`config.mk`:
```
export PLATFORM = sky130hd
export DESIGN_NAME = mem_wb_stage
export DESIGN_NICKNAME = d
export VERILOG_FILES = /design/src/rtl/cpu_pipe_pkg.sv /design/src/rtl/pipe_skid_reg.sv /design/src/rtl/mem_wb_stage.sv
export SDC_FILE = /design/constraint.sdc
export NUM_CORES = 1
export LEC_CHECK = 0
export CORE_MARGIN = 2
export CORE_UTILIZATION = 35
export CTS_BUF_LIST = sky130_fd_sc_hd__clkbuf_2
export DETAILED_ROUTE_END_ITERATION = 16
export HOLD_SLACK_MARGIN = 0.08
export PLACE_DENSITY = 0.61
export SYNTH_ARGS = -nofsm -noshare
export SYNTH_HDL_FRONTEND = slang
export SYNTH_SLANG_ARGS = --single-unit
```
`constraint.sdc`:
```
create_clock -name clk2 -period 2.25 [get_ports clk2]
set_input_delay 0.3375 -clock clk2 [delete_from_list [all_inputs] [get_ports clk2]]
set_output_delay 0.3375 -clock clk2 [all_outputs]
set_load 0.02 [all_outputs]
```
`src/rtl/cpu_pipe_pkg.sv`:
```
// Shared pipeline-stage definitions: default widths, the stage payload
// layout and a helper for sizing flattened payload vectors.
package cpu_pipe_pkg;

  localparam int DATA_W_DEF  = 8;
  localparam int RADDR_W_DEF = 3;

  typedef struct packed {
    logic [DATA_W_DEF-1:0]  alu;
    logic [DATA_W_DEF-1:0]  mem;
    logic                   memtoreg;
    logic                   regwrite;
    logic [RADDR_W_DEF-1:0] rd;
  } stage_payload_t;

  function automatic int payload_w(input int data_w, input int raddr_w);
    return 2 * data_w + 2 + raddr_w;
  endfunction

endpackage

```
`src/rtl/pipe_skid_reg.sv`:
```
// Generic 2-entry skid buffer: main register M drives the outputs, skid
// register S absorbs one entry when M stalls.
module pipe_skid_reg #(
  parameter int W = 8
) (
  input  logic         clk,
  input  logic         rst,
  input  logic         flush,
  input  logic         in_valid,
  output logic         in_ready,
  input  logic [W-1:0] in_data,
  output logic         out_valid,
  input  logic         out_ready,
  output logic [W-1:0] out_data
);

  // Handshake: a transfer happens on an edge where valid & ready are both
  // high; valid never waits on ready, and ready comes straight from S.
  logic         m_v;
  logic         s_v;
  logic [W-1:0] m_data;
  logic [W-1:0] s_data;
  logic         accept;
  logic         m_free;

  assign in_ready  = !s_v;
  assign out_valid = m_v;
  assign out_data  = m_data;
  assign accept    = in_valid & in_ready;
  assign m_free    = !m_v || out_ready;

  always_ff @(posedge clk) begin
    if (rst) begin
      m_v    <= 1'b0;
      s_v    <= 1'b0;
      m_data <= '0;
      s_data <= '0;
    end else if (flush) begin
      m_v <= 1'b0;
      s_v <= 1'b0;
    end else if (m_free) begin
      // S is full only when in_ready is low, so S and a new entry never compete for M.
      if (s_v) begin
        m_data <= s_data;
        m_v    <= 1'b1;
        s_v    <= 1'b0;
      end else if (accept) begin
        m_data <= in_data;
        m_v    <= 1'b1;
      end else begin
        m_v <= 1'b0;
      end
    end else if (accept) begin
      s_data <= in_data;
      s_v    <= 1'b1;
    end
  end

endmodule

```
`src/rtl/mem_wb_stage.sv`:
```
// MEM/WB pipeline stage: skid-buffered payload register plus the writeback
// data mux and register-file write strobe.
module mem_wb_stage
  import cpu_pipe_pkg::*;
#(
  parameter int DATA_W          = DATA_W_DEF,
  parameter int RADDR_W         = RADDR_W_DEF,
  parameter bit WB_ON_HANDSHAKE = 1'b1
) (
  input  logic               clk2,
  input  logic               rst,
  input  logic               flush,
  input  logic               in_valid,
  output logic               in_ready,
  input  logic [DATA_W-1:0]  alu_out,
  input  logic [DATA_W-1:0]  mem_out,
  input  logic               MemToReg,
  input  logic               RegWrite,
  input  logic [RADDR_W-1:0] rd_addr,
  output logic               out_valid,
  input  logic               out_ready,
  output logic [DATA_W-1:0]  alu_in,
  output logic [DATA_W-1:0]  mem_in,
  output logic               MemToRegmux,
  output logic [DATA_W-1:0]  wb_data,
  output logic [RADDR_W-1:0] wb_addr,
  output logic               wb_en
);

  localparam int PW = payload_w(DATA_W, RADDR_W);

  typedef struct packed {
    logic [DATA_W-1:0]  alu;
    logic [DATA_W-1:0]  mem;
    logic               memtoreg;
    logic               regwrite;
    logic [RADDR_W-1:0] rd;
  } payload_t;

  payload_t in_pay;
  payload_t m_pay;
  logic     strobe_gate;

  assign in_pay = '{alu: alu_out, mem: mem_out, memtoreg: MemToReg,
                    regwrite: RegWrite, rd: rd_addr};

  pipe_skid_reg #(.W(PW)) u_skid (
    .clk       (clk2),
    .rst       (rst),
    .flush     (flush),
    .in_valid  (in_valid),
    .in_ready  (in_ready),
    .in_data   (in_pay),
    .out_valid (out_valid),
    .out_ready (out_ready),
    .out_data  (m_pay)
  );

  assign alu_in      = m_pay.alu;
  assign mem_in      = m_pay.mem;
  assign MemToRegmux = m_pay.memtoreg;
  assign wb_addr     = m_pay.rd;
  assign wb_data     = m_pay.memtoreg ? m_pay.mem : m_pay.alu;

  // Stale payload after a flush is harmless because the strobe needs out_valid.
  assign strobe_gate = WB_ON_HANDSHAKE ? out_ready : 1'b1;
  assign wb_en       = out_valid & m_pay.regwrite & strobe_gate;

endmodule

```
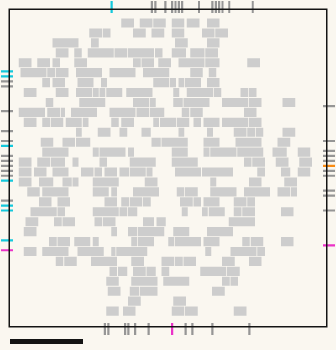
*I/O pins on the die edge, run 1*
Bar = 20 um. Pins as bars across the die edge, other pins in grey.
port	colour	pins	direction	edge
`rd_addr`	magenta	3	input	1 west, 1 south, 1 east
`alu_out`	cyan	8	input	7 west, 1 north
`MemToRegmux`	orange	1	output	east
all pins by edge	19 west, 15 north, 12 east, 11 south
die width: 86.53 um
Port-buffer cells: 56
Die Height: 86.53 um

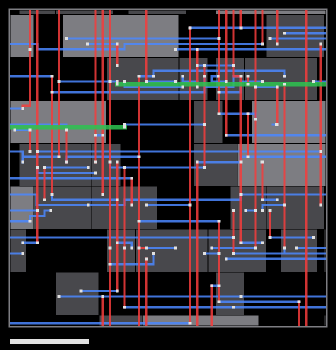
*A small window of the routed layout, run 1*
Bar = 5 um. Region (33, 51) to (53, 71) um. Cells in grey, sequential cells in the stronger grey; small squares are vias.
layer	colour
met1	blue
met2	red
met3	green
netlist names of flops here include	`u_skid.out_data` (3), `u_skid.s_data` (1)
most frequent	a21oi_1 (5)
cells with their middle in the window	23
sequential cells in the window	4

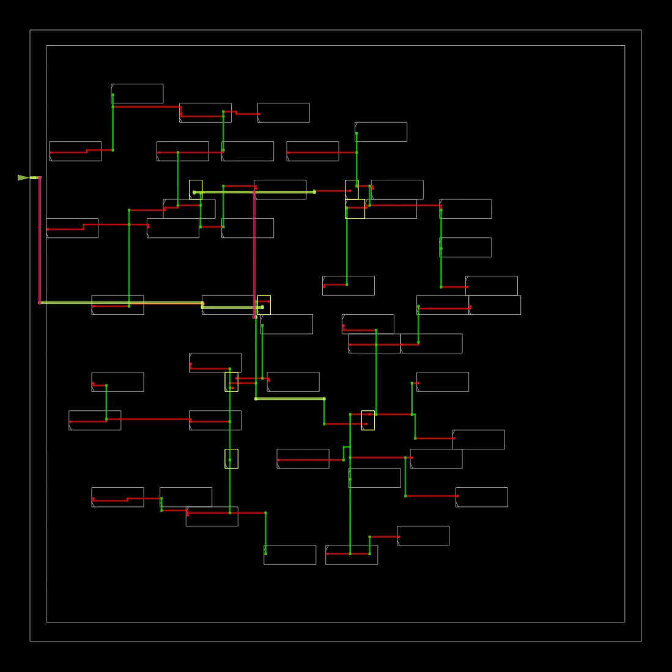
*The clock network, run 1*
sequential cells: 44
Power Clock: 0.000331 W
clock buffer count: 5
Final Skew: 35.24 ps

==> flow_summary.toml, run 1 <==
# generated from flow reports
[final_layout]
nFillCells = 659
syn2layout_area_growth_pct = 20.79
layout-drive-gt1-share_pct = 20.08
diodes = 0
nets = 285

[placement]
post-place-ws_ps = 299.8
gp_congestion = 0.7149
dp_hpwl_mm = 3.582

[floorplan]
rows = 30
fp.coreArea_sq_um = 6681
pin_count = 57
dieArea_sq_um = 7487
fp_util_pct = 35.67

[sta]
rsz0062_at_grt = "no"
max_slew_margin_pct = 73.95
setup_ws_ps = 110.7
setup-tns-final_ps = 0
min_period_over_period_pct = 95.08
whs_ps = 369.1
maxSlewViolCount = 0
tightest_slew_ps = 390.3
post-route-min-period_ps = 2139
fmax_ghz = 0.4674
hold_viol = 0
setup_viol = 0

[cts]
clkSinkCount = 44
clockRootBuffer = "clkbuf_2"
clk_pin_slew_ps = 240
cts_buffer_depth = 2
numCtsBuffers = 5
holdBufCountCts = 0
ctsResizeCount = 1
cts_tree = "done"
clkLatencyLatePin_ps = 410
postCtsSetupBuffers = 0
cts_max_level = 2

[drt]
first_pass_iters = 4
num_vias = 1663
drtAntennaViolNets = 0
vias_per_cell = 4.906
post_drt_wl_per_cell_um = 15.35
drc = 0
drt-total-wl_mm = 5.202
drt_iter0_drc = 82

[critical_path]
r2r-start = "u_skid.s_v"
crit_path_cell_trace = "mux2_2 -> clkdlybuf4s50_1"
r2r_setup_slack_ps = 630
slowest_delay_ps = 540
r2r_cells = 3
worstPathArrival_ps = 1800
reg2reg_to = "u_skid.out_data[10]"
path_class = "register to output pin"
cp.depth = 2
crit_slowest_cell = "clkdlybuf4s50_1"
cp_max_fo = 9
path_buffers = 1
end_kind = "output pin"
critPathRequiredTime_ps = 1910
critPathLaunchType = "register"
cp_top_family = "buffers and inverters"

[synth]
syn_inst = 226
synthDominantCellAreaShare_pct = 36.96
synth_nets = 252
synthArstFlopShare_pct = 0
ys_warn_count = 0
postSynthSeqShare_pct = 36.96
most_common_cell = "dfxtp_1"
yosys.area.top_type = "dfxtp_1"
synthesis.area_per_instance_sq_um = 10.55
synthFlopType = "dfxtp_1"
synth-edff-count = 0
synth_flops = 44
synthTopCellsByArea = "dfxtp_1 37%, mux2i_1 18%, nand2b_1 11%"
ys_area_sq_um = 2384
netlist_area_sq_um = 2384
ys_types = 20
ys_cells = 226
top_cells_by_count = "44 x dfxtp_1, 42 x mux2i_1, 42 x nand2b_1"

[global_route]
grtUsageTotal_pct = 14.39
grt_max_degree = 66
grt_pass1_vias = 1661
grt_pass1_wl_mm = 8.514
gr-total-overflow = 0
antenna_found_initial = 0

[power_and_ir_drop]
ir_drop_mv = 0.2533
p_per_area_nw_per_um2 = 523.7
fin_total_pwr_w = 0.001508
p_leak_nw = 0.9301

[run_status]
status = "finished, final reports clean"

[hold_path]
hold_path_class = "input port to register"
min_path_cells = 3
hold-path-endpoint = "u_skid.out_data[4]"
hold_start = "rst"

[flow_run]
timing.max_cap.violations = 0
warning_count = 26
run 1: layout make-up:
type                    instances  area (sq um)  area share (%)
well taps                      80         100.1           3.477
flip-flops and latches         44         884.6           30.73
inverters                       1         3.754          0.1304
repair buffers                 65         635.6           22.08
multi-input cells             142          1217           42.29
clock buffers                   5         25.02          0.8692
clock inverters                 2         12.51          0.4346
run 1: logic make-up after synthesis:
kind of cell    share of synthesized area [%]
compound gates                          15.96
simple gates                            13.70
buf+inv                                 11.97
mux                                     21.42
flops                                   36.96
run 1: worst min-delay path, delay by kind of cell:
family                 cells  cell delay [ps]
AND-OR/OR-AND              1               50
buffers and inverters      2              370
run 1: how the worst max path moves through the flow:
stage | startpoint | end | slack, ps
after floorplan | u_skid.out_data[4] | wb_data[0] | 740
after global placement | flush | u_skid.out_data[20] | 320
after detailed placement | flush | u_skid.out_data[20] | 300
after CTS | u_skid.out_data[4] | wb_data[1] | 20
after global routing | u_skid.out_data[4] | wb_data[7] | 40
final | u_skid.out_data[4] | wb_data[1] | 110
run 1: metrics by stage:
| step | util (%) | cell area, sq um | instances |
|---|---|---|---|
| detailed placement | 42.47 | 2838 | 332 |
| floorplan | - | 2384 | 226 |
| global route | 43.09 | 2879 | 339 |
| global placement | 42.47 | 2838 | 332 |
| CTS | 43.05 | 2877 | 339 |
| finish | 43.09 | 2879 | 339 |
run 1: where the power goes:
group | total [W] | switching [W] | leakage, nW | internal (W)
combinational | 0.000335 | 0.000158 | 0.546 | 0.000178
sequential | 0.000841 | 0.0000298 | 0.359 | 0.000811
clock | 0.000331 | 0.000263 | 0.0248 | 0.0000686
total | 0.00151 | 0.000450 | 0.930 | 0.00106
run 1: registers in the layout, summed over array words and instances, names as in the netlist:
name / count
u_skid.out_data: 21
u_skid.out_valid: 1
u_skid.s_data: 21
u_skid.s_v: 1
run 1: cells in the final DEF (no fill, tap or decap):
| master | synthesis | final |
|---|---|---|
| a211oi_2 | 20 | 20 |
| buf_4 | 19 | 8 |
| inv_2 | 1 | 1 |
| dfxtp_4 | 0 | 1 |
| a21oi_1 | 21 | 21 |
| and3_2 | 1 | 1 |
| buf_2 | 8 | 1 |
| nand2b_1 | 42 | 42 |
| mux2_2 | 8 | 8 |
| nand2b_4 | 1 | 1 |
| nor2_1 | 1 | 1 |
| clkinvlp_4 | 0 | 1 |
| and2_4 | 1 | 1 |
| clkinv_2 | 0 | 1 |
| clkbuf_2 | 0 | 5 |
| buf_12 | 0 | 1 |
| dfxtp_1 | 44 | 43 |
| a211oi_1 | 2 | 2 |
| mux2i_1 | 42 | 42 |
| clkdlybuf4s50_1 | 0 | 55 |
| nor4b_4 | 1 | 1 |
| nor4_1 | 1 | 1 |
| o21ba_2 | 1 | 1 |
run 1: layer usage:
layer	global-route usage, %	share of wire, %	vias to the layer above
met2	22.10	44	40
met5	0	0	-
met4	3.409	0.67	0
met3	3.619	5.2	4
met1	20.33	50	779
li1	-	-	840
==> inputs of run 2 (changes only) <==
--- a/config.mk
+++ b/config.mk
@@ -6,11 +6,11 @@
 export NUM_CORES = 1
 export LEC_CHECK = 0
 export CORE_MARGIN = 2
-export CORE_UTILIZATION = 35
+export CORE_UTILIZATION = 55
 export CTS_BUF_LIST = sky130_fd_sc_hd__clkbuf_2
 export DETAILED_ROUTE_END_ITERATION = 16
-export HOLD_SLACK_MARGIN = 0.08
-export PLACE_DENSITY = 0.61
+export HOLD_SLACK_MARGIN = 0.06
+export PLACE_DENSITY = 0.88
 export SYNTH_ARGS = -nofsm -noshare
 export SYNTH_HDL_FRONTEND = slang
 export SYNTH_SLANG_ARGS = --single-unit
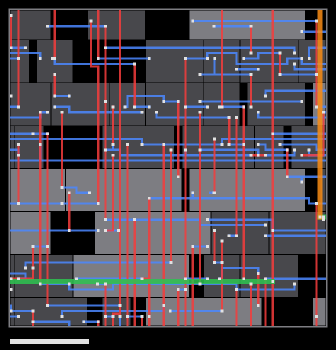
*A small window of the routed layout, run 2*
Bar = 5 um. Region (25, 39) to (45, 59) um. Cells in grey, sequential cells in the stronger grey; small squares are vias.
layer	colour
met2	red
met4	orange
met1	blue
met3	green
netlist names of flops here include	`u_skid.s_data` (4), `u_skid.out_data` (2)
most frequent	mux2i_1 (9), nand2b_1 (7), dfxtp_1 (6)
sequential cells in the window	6
cells with their middle in the window	31

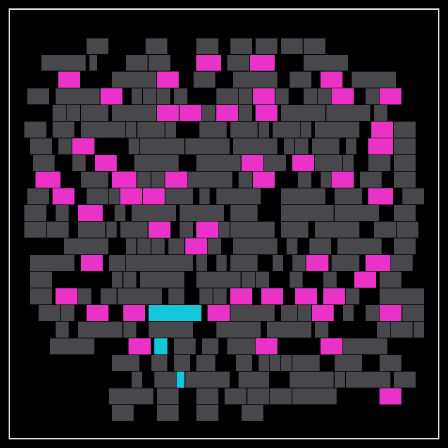
*Logic cells by family, run 2*
family	colour	cells
NOR gates	cyan	3
multiplexers	magenta	50
Non-Filler Instances: 307
combinational share of cell area: 42.73%
Top cell excl fill/tap: clkdlybuf4s50_1

==> run 2 against run 1 <==
- core utilization up 27 points
- final area down 1.0%
- largest power group unchanged
- sequential share of layout area up 0.32 points
- clock skew down 20 ps
- via count up 2.0%
- synthesized cell count unchanged
==> flow_summary.toml, run 2 <==
# generated from flow reports
[run_status]
status = "finished, final reports clean"

[power_and_ir_drop]
p_int_w = 0.001171
p_leak_nw = 0.9284
ir_drop_mv = 0.3655
sw_frac_of_total_pct = 27.77
sequentialPowerShare_pct = 51.8
pwr-share-comb_pct = 20.4
power_frac_clock_pct = 27.8
p_per_area_nw_per_um2 = 569.1
switchingPower_w = 0.0004503

[sta]
skew_ps = 15.40
tightest_slew_ps = 503.6
post-route-min-period_ps = 2153
maxSlewViolCount = 0
fmax_ghz = 0.4644
max_slew_margin_pct = 66.38
min_period_over_period_pct = 95.71
setup-tns-final_ps = 0
hold_viol = 0
setup_viol = 0
whs_ps = 331.1
rsz0062_at_grt = "no"

[final_layout]
final_cell_area_sq_um = 2849
nets = 282
diodes = 0
fin_util_pct = 69.72
lay_top_cells = "55 x clkdlybuf4s50_1, 43 x dfxtp_1, 42 x nand2b_1, 42 x mux2i_1, 21 x a21oi_1"
layout-drive-gt1-share_pct = 19.46
syn2layout_area_growth_pct = 19.53

[critical_path]
path_buffers = 1
r2r-start = "u_skid.s_v"
slowest_delay_ps = 540
cp_max_fo = 10
critPathLaunchType = "register"
r2r_cells = 3
critPathRequiredTime_ps = 1910
crit_slowest_cell = "clkdlybuf4s50_1"
path_class = "register to output pin"
crit_path_cell_trace = "mux2_2 -> clkdlybuf4s50_1"
r2r_setup_slack_ps = 650
reg2reg_to = "u_skid.out_data[16]"
worstPathArrival_ps = 1820
end_kind = "output pin"
cp_top_family = "buffers and inverters"

[synth]
netlist_area_sq_um = 2384
synthDominantCellAreaShare_pct = 36.96
synthesis.area_per_instance_sq_um = 10.55
synth-edff-count = 0
syn_inst = 226
ys_area_sq_um = 2384
ys_warn_count = 0
ys_cells = 226
most_common_cell = "dfxtp_1"
postSynthSeqShare_pct = 36.96
ys_types = 20
synthArstFlopShare_pct = 0
synth_flops = 44
synthFlopType = "dfxtp_1"
synthTopCellsByArea = "dfxtp_1 37%, mux2i_1 18%, nand2b_1 11%"
top_cells_by_count = "44 x dfxtp_1, 42 x mux2i_1, 42 x nand2b_1"
yosys.area.top_type = "dfxtp_1"
synth_nets = 252

[cts]
cts_buffer_depth = 2
postCtsSetupBuffers = 0
numCtsBuffers = 5
clockRootBuffer = "clkbuf_2"
clk_pin_slew_ps = 230
holdBufCountCts = 0
cts_max_level = 2
cts_tree = "done"
clkSinkCount = 44
clkLatencyLatePin_ps = 430

[drt]
drtAntennaViolNets = 0
first_pass_iters = 4
drc = 0
post_drt_wl_per_cell_um = 15.83
drt-total-wl_mm = 4.860
vias_per_cell = 5.524
num_vias = 1696
drt_iter0_drc = 104

[flow_run]
warning_count = 26
timing.max_cap.violations = 0

[global_route]
antenna_found_initial = 0
grt_pass1_vias = 1663
grt_pass1_wl_mm = 8.004
grtUsageTotal_pct = 20.67
gr-total-overflow = 0
grt_max_degree = 66

[floorplan]
die_x_um = 69.83
fp_util_pct = 58.33
pin_count = 57
dieArea_sq_um = 4876
rows = 23
fp.coreArea_sq_um = 4086
dieHeight_um = 69.83

[placement]
place_area_sq_um = 2778
io_buffers = 56
dp_hpwl_mm = 3.271
gp_congestion = 0.7104
placed_cells = 299

[hold_path]
min_path_cells = 3
hold-path-endpoint = "u_skid.out_data[4]"
hold_path_class = "input port to register"
hold_start = "rst"
-- run 2: how the worst max path moves through the flow --
stage / startpoint / endpoint / slack (ps) / depth (start not counted)
floorplan: u_skid.out_data[4] / wb_data[0] / 740 / 2
global placement: out_ready / wb_en / 350 / 3
detailed placement: out_ready / wb_en / 330 / 3
CTS: u_skid.out_data[4] / wb_data[7] / 4 / 2
global route: u_skid.out_data[4] / wb_data[7] / 20 / 2
finish: u_skid.out_data[4] / wb_data[5] / 100 / 2
-- run 2: layout make-up --
class	count	area [sq um]
fillers	335	1237
multi-input cells	142	1217
flip-flops and latches	44	884.6
repair buffers	62	613.1
well taps	50	62.56
clock inverters	3	42.54
clock buffers	5	25.02
inverters	1	3.754
-- run 2: what timing repair did --
action / CTS / global route
gates resized: 1 / 1
endpoints found under the hold margin: 0 / 0
endpoints found under the setup margin: 8 / 8
-- run 2: through the flow --
| step | setup WS [ps] | power, W |
|---|---|---|
| floorplan | 738.4 | 0.001072 |
| global placement | 350.8 | 0.001180 |
| detailed placement | 330.0 | 0.001186 |
| CTS | 3.884 | 0.001633 |
| global route | 17.73 | 0.001690 |
| finish | 96.55 | 0.001621 |
-- run 2: cell families (layout without fill, tap and decap cells) --
logic type	count (synthesis)	count (layout)	share of synthesized area, %
flip-flops	44	44	36.96
buffers and inverters	40	71	11.97
AND/OR/NAND/NOR	48	48	13.70
multiplexers	50	50	21.42
AND-OR/OR-AND	44	44	15.96
-- run 2: power groups by stage --
stage | Combinational [W] | Clock (W) | Sequential (W)
6_report | 0.000331 | 0.000451 | 0.000839
3_5_place_dp | 0.000331 | 0 | 0.000855
2_1_floorplan | 0.000228 | 0 | 0.000844
3_3_place_gp | 0.000326 | 0 | 0.000854
5_1_grt | 0.000353 | 0.000491 | 0.000846
4_1_cts | 0.000333 | 0.000460 | 0.000840
-- run 2: worst reg2reg max path: stages, from the launching register on --
cell	delay, ps
dfxtp_1	690
buf_4	410
mux2i_1	300
a211oi_2	100
-- run 2: routing by layer --
layer / part of all wire, % / track usage [%] / vias up
met3: 5.7 / 4.215 / 10
met4: 2.2 / 9.402 / 0
li1: - / - / 829
met2: 47 / 33.76 / 52
met1: 45 / 26.17 / 805
met5: 0 / 0 / -
==> inputs of run 3 (changes only) <==
--- a/config.mk
+++ b/config.mk
@@ -6,11 +6,12 @@
 export NUM_CORES = 1
 export LEC_CHECK = 0
 export CORE_MARGIN = 2
-export CORE_UTILIZATION = 55
+export CORE_UTILIZATION = 35
 export CTS_BUF_LIST = sky130_fd_sc_hd__clkbuf_2
 export DETAILED_ROUTE_END_ITERATION = 16
 export HOLD_SLACK_MARGIN = 0.06
-export PLACE_DENSITY = 0.88
+export PLACE_DENSITY = 0.61
+export SETUP_SLACK_MARGIN = 0.1
 export SYNTH_ARGS = -nofsm -noshare
 export SYNTH_HDL_FRONTEND = slang
 export SYNTH_SLANG_ARGS = --single-unit
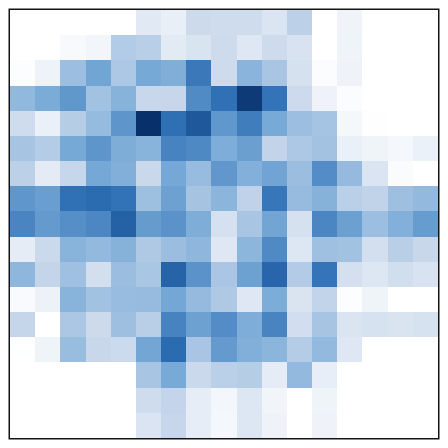
*Wiring heat map, run 3*
17 x 17 tiles, from white (low) to dark blue (high), scaled to the fullest tile. Values are wire area over tile area, all layers added.
tiles over half the peak	20%
nearly empty tiles	22%
mean over tiles	0.11
emptiest ninth of the die	north-east
final WL: 5.194 mm
Total Routing Usage GR: 14.39%
via count: 1670

==> run 3 against run 2 <==
- critical path depth did not move
- core utilization fell by 27 points
- combinational power rose by 1%
- final area rose by 1.1%
- total power fell by 7.1%
- clock power fell by 27%
- worst setup slack improved by 19 ps
- sequential power barely moved
- sequential cell count did not move
- critical endpoint is now wb_data[1]
==> flow_summary.toml, run 3 <==
# generated from flow reports
[critical_path]
reg2reg_to = "u_skid.out_data[10]"
critPathRequiredTime_ps = 1910
path_class = "register to output pin"
worstPathArrival_ps = 1800
r2r_setup_slack_ps = 640
r2r_cells = 3
end_kind = "output pin"
cp_max_fo = 9
r2r-start = "u_skid.s_v"
critPathLaunchType = "register"

[sta]
setup_viol = 0
fmax_ghz = 0.4686
min_period_over_period_pct = 94.85
maxSlewViolCount = 0
whs_ps = 373.3
setup-tns-final_ps = 0
rsz0062_at_grt = "yes"
hold_viol = 0
max_slew_margin_pct = 74.23
skew_ps = 34.89
tightest_slew_ps = 386.1
post-route-min-period_ps = 2134
setup_ws_ps = 116.0

[final_layout]
diodes = 0
lay_top_cells = "55 x clkdlybuf4s50_1, 43 x dfxtp_1, 42 x nand2b_1, 42 x mux2i_1, 21 x a21oi_1"
nets = 285
fin_cells = 339
syn2layout_area_growth_pct = 20.79
layout-drive-gt1-share_pct = 20.08
fin_util_pct = 43.09
layout.cells.most_common = "clkdlybuf4s50_1"

[placement]
post-place-ws_ps = 299.8
gp_congestion = 0.7149
io_buffers = 56
dp_hpwl_mm = 3.582
placed_cells = 332

[global_route]
antenna_found_initial = 0
gr-total-overflow = 0
grt_pass1_wl_mm = 8.507
grt_max_degree = 66
grt_pass1_vias = 1658

[synth]
synth_flops = 44
yosys.area.top_type = "dfxtp_1"
synth_nets = 252
postSynthSeqShare_pct = 36.96
synthTopCellsByArea = "dfxtp_1 37%, mux2i_1 18%, nand2b_1 11%"
synthDominantCellAreaShare_pct = 36.96
top_cells_by_count = "44 x dfxtp_1, 42 x mux2i_1, 42 x nand2b_1"
ys_types = 20
synthesis.area_per_instance_sq_um = 10.55
synth-edff-count = 0
top_logic_kind = "multiplexers"
xor_share_pct = 0
adder_share_pct = 0
simple_gate_area_share_pct = 13.70
ys_warn_count = 0
ys_sh_mux_pct = 21.42
ys_area_sq_um = 2384
most_common_cell = "dfxtp_1"
ys_cells = 226
netlist_area_sq_um = 2384
synthFlopType = "dfxtp_1"
syn_inst = 226
synthArstFlopShare_pct = 0
synthAoiAreaFrac_pct = 15.96

[drt]
vias_per_cell = 4.926
drt_iter0_drc = 90
post_drt_wl_per_cell_um = 15.32
drc = 0
drtAntennaViolNets = 0
first_pass_iters = 4

[floorplan]
pin_count = 57
fp_util_pct = 35.67
rows = 30
dieArea_sq_um = 7487
dieHeight_um = 86.53
fp.coreArea_sq_um = 6681
die_x_um = 86.53

[hold_path]
min_path_cells = 3
hold_start = "rst"
hold_path_class = "input port to register"
hold-path-endpoint = "u_skid.out_data[16]"

[cts]
numCtsBuffers = 5
cts_tree = "done"
cts_max_level = 2
clk_pin_slew_ps = 240
cts_buffer_depth = 2
clkSinkCount = 44
clkLatencyLatePin_ps = 410
clockRootBuffer = "clkbuf_2"
holdBufCountCts = 0

[power_and_ir_drop]
p_per_area_nw_per_um2 = 523.2
ir_drop_mv = 0.2533
p_leak_nw = 0.9301

[flow_run]
warning_count = 28
timing.max_cap.violations = 0

[run_status]
status = "finished, final reports clean"
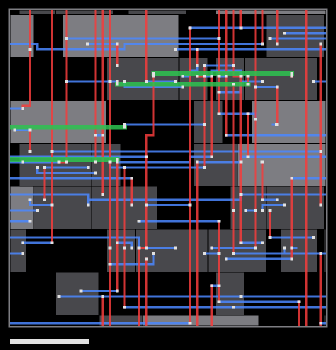
*A small window of the routed layout, run 3*
Bar = 5 um. Region (33, 51) to (53, 71) um. Cells in grey, sequential cells in the stronger grey; small squares are vias.
layer	colour
met2	red
met3	green
met1	blue
most frequent	a21oi_1 (5)
netlist names of flops here include	`u_skid.out_data` (3), `u_skid.s_data` (1)
sequential cells in the window	4
cells with their middle in the window	23

==> run 3: worst max-delay path, stage by stage (launching register included) <==
cell	delay [ps]
dfxtp_4	490
mux2_2	360
clkdlybuf4s50_1	540
==> run 3: repair_timing <==
item,in CTS,in global routing
resized,2,0
buffers inserted,0,0
setup endpoints to repair,9,8
==> run 3: area by class of cell <==
type	instances	area, sq um
Clock buffer	5	25.02
Fill cell	659	3802
Timing Repair Buffer	65	635.6
Multi-Input combinational cell	142	1217
Inverter	1	3.754
Clock inverter	2	12.51
Sequential cell	44	884.6
Tap cell	80	100.1
==> run 3: worst max-delay path by stage <==
stage               slack, ps                  end          startpoint  cells after the start
floorplan                 740           wb_data[0]  u_skid.out_data[4]                      2
global placement          320  u_skid.out_data[20]               flush                      4
detailed placement        300  u_skid.out_data[20]               flush                      4
CTS                        90           wb_data[1]  u_skid.out_data[4]                      2
global route               40           wb_data[7]  u_skid.out_data[4]                      2
finish                    120           wb_data[1]  u_skid.out_data[4]                      2
==> run 3: metal layers <==
layer,vias to the layer above,GRT usage (%),share of wire (%)
met1,778,20.38,49
met2,47,22.03,45
li1,841,-,-
met5,-,0,0
met3,4,3.619,5.6
met4,0,3.409,0.67
==> run 3: report_power, final <==
part	leakage [nW]	total, W	switching [W]	internal [W]
Combinational	0.546	0.000335	0.000157	0.000178
Clock	0.0248	0.000330	0.000261	0.0000686
Sequential	0.359	0.000841	0.0000298	0.000811
Total	0.930	0.00151	0.000449	0.00106
==> run 3: cells by family (layout without fill, tap and decap cells) <==
| kind of cell | after synthesis | after routing |
|---|---|---|
| mux | 50 | 50 |
| flops | 44 | 44 |
| simple gates | 48 | 48 |
| compound gates | 44 | 44 |
| buf+inv | 40 | 73 |
==> run 3: through the flow <==
step	total power, W	area [sq um]
final	0.001506	2879
after global routing	0.001576	2879
after CTS	0.001524	2879
after detailed placement	0.001193	2838
after global placement	0.001192	2838
after floorplan	0.001072	2384
Power figures rest on the tool's default switching activity, not on a simulated workload.
